## src/rtl/enc_pkg.sv

```systemverilog
// Purpose: shared constants and FSM state type for the sequential priority encoder.
// Latency: n/a (declarations only).
// Backpressure: n/a.
package enc_pkg;

    localparam int ENC_N_IN  = 8;
    localparam int ENC_IDX_W = 3;

    typedef enum logic {
        IDLE  = 1'b0,
        GRANT = 1'b1
    } enc_state_t;

endpackage

```

## src/rtl/prio_lsb_enc.sv

```systemverilog
// Purpose: combinational lowest-set-bit encoder with a nonzero flag (bit 0 wins).
// Latency: 0 cycles, purely combinational.
// Backpressure: none; output follows input.
module prio_lsb_enc #(
    parameter int N = 8,
    parameter int W = $clog2(N)
) (
    input  logic [N-1:0] req,
    output logic [W-1:0] idx,
    output logic         nz
);

    // Scan from the top down so the lowest set bit is the last one written.
    always_comb begin
        idx = '0;
        nz  = |req;
        for (int i = N - 1; i >= 0; i--) begin
            if (req[i]) begin
                idx = W'(i);
            end
        end
    end

endmodule

```

## src/rtl/encoder_8to3_seq.sv

```systemverilog
// Purpose: sticky request register drained lowest-index first as a 3-bit index stream.
// Latency: 2 cycles from d to valid (capture edge, then grant edge); one grant per 2 cycles peak.
// Backpressure: y/valid held stable while ready=0; no pre-emption by newer higher-priority bits.
module encoder_8to3_seq
    import enc_pkg::*;
#(
    parameter int N_IN  = ENC_N_IN,
    localparam int IDX_W = $clog2(N_IN)
) (
    input  logic             clk,
    input  logic             rst,
    input  logic             en,
    input  logic [N_IN-1:0]  d,
    output logic [IDX_W-1:0] y,
    output logic             valid,
    input  logic             ready,
    output logic [N_IN-1:0]  pending,
    output logic             busy
);

    enc_state_t       state;
    logic [IDX_W-1:0] sel_idx;
    logic             sel_nz;
    logic             accept;
    logic [N_IN-1:0]  clr_mask;
    logic [N_IN-1:0]  set_mask;

    // Selection looks only at the registered pending bits, never at same-cycle d.
    prio_lsb_enc #(
        .N (N_IN),
        .W (IDX_W)
    ) u_prio (
        .req (pending),
        .idx (sel_idx),
        .nz  (sel_nz)
    );

    assign accept   = (state == GRANT) && ready;
    assign clr_mask = accept ? ({{(N_IN-1){1'b0}}, 1'b1} << y) : '0;
    assign set_mask = en ? d : '0;
    assign busy     = (|pending) || valid;

    // Pending register plus grant FSM; set is ORed in after clear so a re-request survives accept.
    always_ff @(posedge clk) begin
        if (rst) begin
            pending <= '0;
            y       <= '0;
            valid   <= 1'b0;
            state   <= IDLE;
        end else begin
            pending <= (pending & ~clr_mask) | set_mask;
            case (state)
                IDLE: begin
                    if (sel_nz) begin
                        y     <= sel_idx;
                        valid <= 1'b1;
                        state <= GRANT;
                    end else begin
                        valid <= 1'b0;
                    end
                end
                GRANT: begin
                    if (ready) begin
                        valid <= 1'b0;
                        state <= IDLE;
                    end
                end
                default: begin
                    valid <= 1'b0;
                    state <= IDLE;
                end
            endcase
        end
    end

endmodule

```

## config.mk

```make
export PLATFORM = sky130hd
export DESIGN_NAME = encoder_8to3_seq
export DESIGN_NICKNAME = d
export VERILOG_FILES = /design/src/rtl/enc_pkg.sv /design/src/rtl/prio_lsb_enc.sv /design/src/rtl/encoder_8to3_seq.sv
export SDC_FILE = /design/constraint.sdc
export NUM_CORES = 1
export LEC_CHECK = 0
export CAP_MARGIN = 30
export CORE_UTILIZATION = 25
export CTS_CLUSTER_SIZE = 28
export DETAILED_ROUTE_END_ITERATION = 7
export PLACE_DENSITY_LB_ADDON = 0.08
export SLEW_MARGIN = 20
export SYNTH_ARGS = -nofsm -noshare
export SYNTH_HDL_FRONTEND = slang
export SYNTH_SLANG_ARGS = --single-unit
```

## constraint.sdc

```tcl
create_clock -name clk -period 1.2 [get_ports clk]
set_clock_uncertainty 0.05 [all_clocks]
set_input_delay 0.18 -clock clk [delete_from_list [all_inputs] [get_ports clk]]
set_output_delay 0.18 -clock clk [all_outputs]
set_load 0.05 [all_outputs]
```

Fig. 1: met1 routing
Drawn at 10 px/um. Supply wires on this layer in gray.
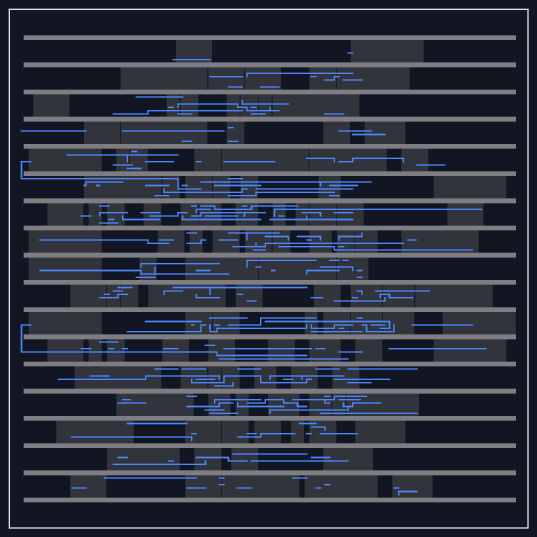
wire length on this layer = 834 um
main direction = horizontal
share of all routed wire = 49%
longest straight run = 20.7 um

Fig. 2: the metal 2 layer
Drawn at 10 px/um.
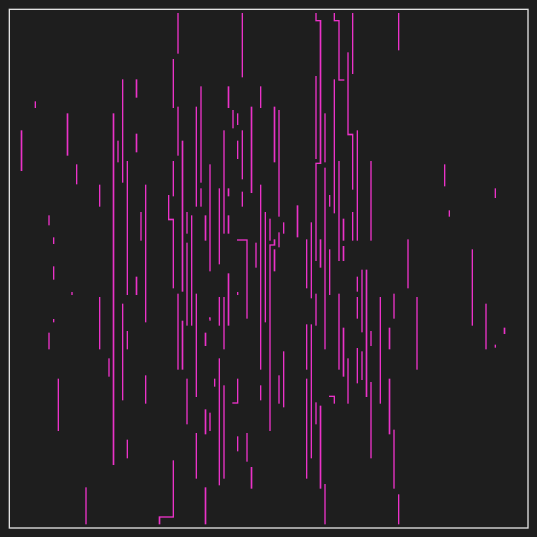
wire length on this layer = 776 um
main direction = vertical
longest straight run = 35.0 um
nets with wire on the layer = 107
share of all routed wire = 46%
drt total wl: 1.70 mm
total number of vias: 674
met2 Use GR: 22.1%

Fig. 3: the metal 3 layer
Drawn at 12 px/um.
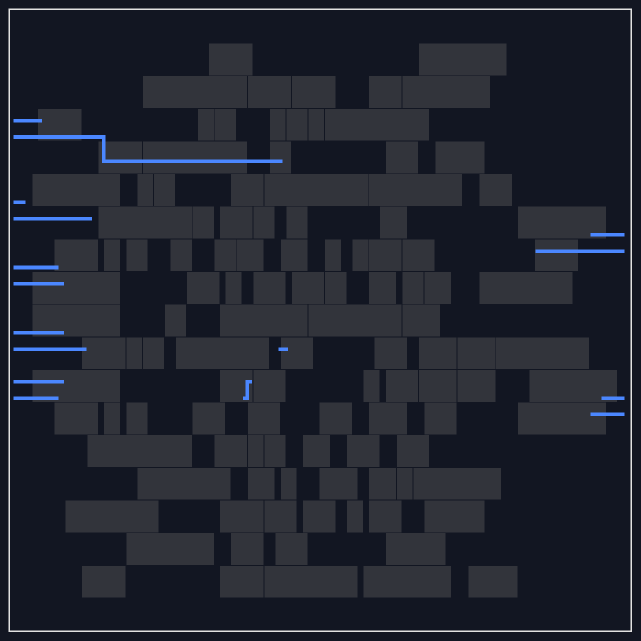
longest straight run = 14.7 um
wire length on this layer = 73.3 um
nets with wire on the layer = 15
met3 Usage GRT: 3.51%

Fig. 4: routed clock nets over the placement
Drawn at 6 px/um.
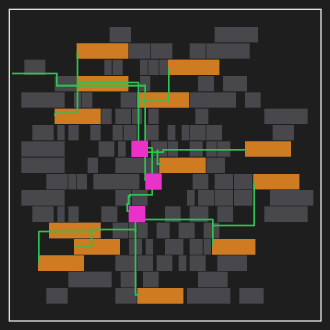
orange -> flip-flops  # count 13
magenta -> clock-net drivers  # count 3
green -> clock wires  # length 197 um
routed clock nets = 4
clk latency late pin: 0.27 ns
Clock Power: 0.000274 W
Clk pwr share: 19.8%

Yosys cell counts (all sizes together) (2+ instances only):
master and count:
o21ai 8, a211oi 2, dfxtp 13, buf 2, a21oi 11, nor2 7, nor2b 3, nand2 9
nor3 2, nand2b 3, o31ai 3, nor4 2
worst max-delay path by stage:
stage,end,cells past startpoint
3_5_place_dp,pending[0],4
2_1_floorplan,busy,3
6_report,busy,4
3_3_place_gp,pending[0],4
4_1_cts,busy,4
5_1_grt,busy,4
layer usage:
| layer | wire length (um) | up-vias | share of wire (%) |
|---|---|---|---|
| li1 | - | 346 | - |
| met1 | 834 | 310 | 49 |
| met2 | 775 | 16 | 46 |
| met3 | 73 | 2 | 4.3 |
| met4 | 15 | 0 | 0.88 |
| met5 | 0 | - | 0 |
layout make-up:
class                      instances  area share [%]
tap                               28            2.86
multi-input combinational         56            30.4
clock buffer                       4            2.14
inverter                           1           0.306
sequential                        13            23.5
timing repair buffer              42            40.8
cell families (layout without fill, tap and decap cells):
logic type	Yosys count	after routing
AND-OR/OR-AND	27	27
buffers and inverters	4	47
flip-flops	13	13
AND/OR/NAND/NOR	29	29
through the flow:
| step | std cells | power, W |
|---|---|---|
| 6_report | 144 | 0.00139 |
| 5_1_grt | 144 | 0.00147 |
| 4_1_cts | 144 | 0.00139 |
| 3_5_place_dp | 138 | 0.00109 |
| 3_3_place_gp | 138 | 0.00109 |
| 2_1_floorplan | 73 | 0.000799 |
critical path, delay by kind of cell, from the launching register on:
kind          cells  cell delay (ns)
simple gates      3             0.54
flops             1             0.35
buf+inv           1             0.14
repair_timing:
item | CTS | global route
pin swaps | 2 | 5
gates cloned | 0 | 0
setup endpoints to repair | 5 | 15
gates resized | 5 | 5
setup buffers | 3 | 1
==> flow_summary.json <==
{
  "r2r-end": "y[1]",
  "ys_seq_share_pct": 42.1,
  "place_area_mm2": 0.00115,
  "setup_violations": 6,
  "top_power_group": "combinational cells",
  "min_from": "d[0]",
  "pg_seq_w": 0.000534,
  "aoi_share_pct": 27.5,
  "fmax_mhz": 648,
  "min_path_type": "in -> reg",
  "endpoint_kind": "output pin",
  "switching_share_pct": 34.7,
  "tns_ns": -0.732,
  "violations": "negative setup slack",
  "fp_util_pct": 27.2,
  "powerComb_w": 0.000578,
  "pwr-share-seq_pct": 38.5,
  "rsz0062_at_grt": "true",
  "synthTopCellsByArea": "dfxtp_1 42%, a21oi_1 7.3%, nor4_4 6.9%, nand2_1 5.5%, o21ai_0 4.9%",
  "status": "finished with violations",
  "cts_tree": "built",
  "ff_type": "dfxtp_1",
  "finalWorstSetupSlack_ns": -0.342,
  "hold_end": "pending[0]",
  "grt_start_max_net_pins": 9,
  "top_cell_area_share_pct": 42.1,
  "drtAntennaViolNets": 0,
  "ctsHoldBuffers": 0,
  "synth-xor-area-share_pct": 0,
  "clkSlewWorstSetupHoldPaths_ns": 0.09,
  "area_growth_pct": 98.4
}
Power is estimated from default activity; no workload was simulated.
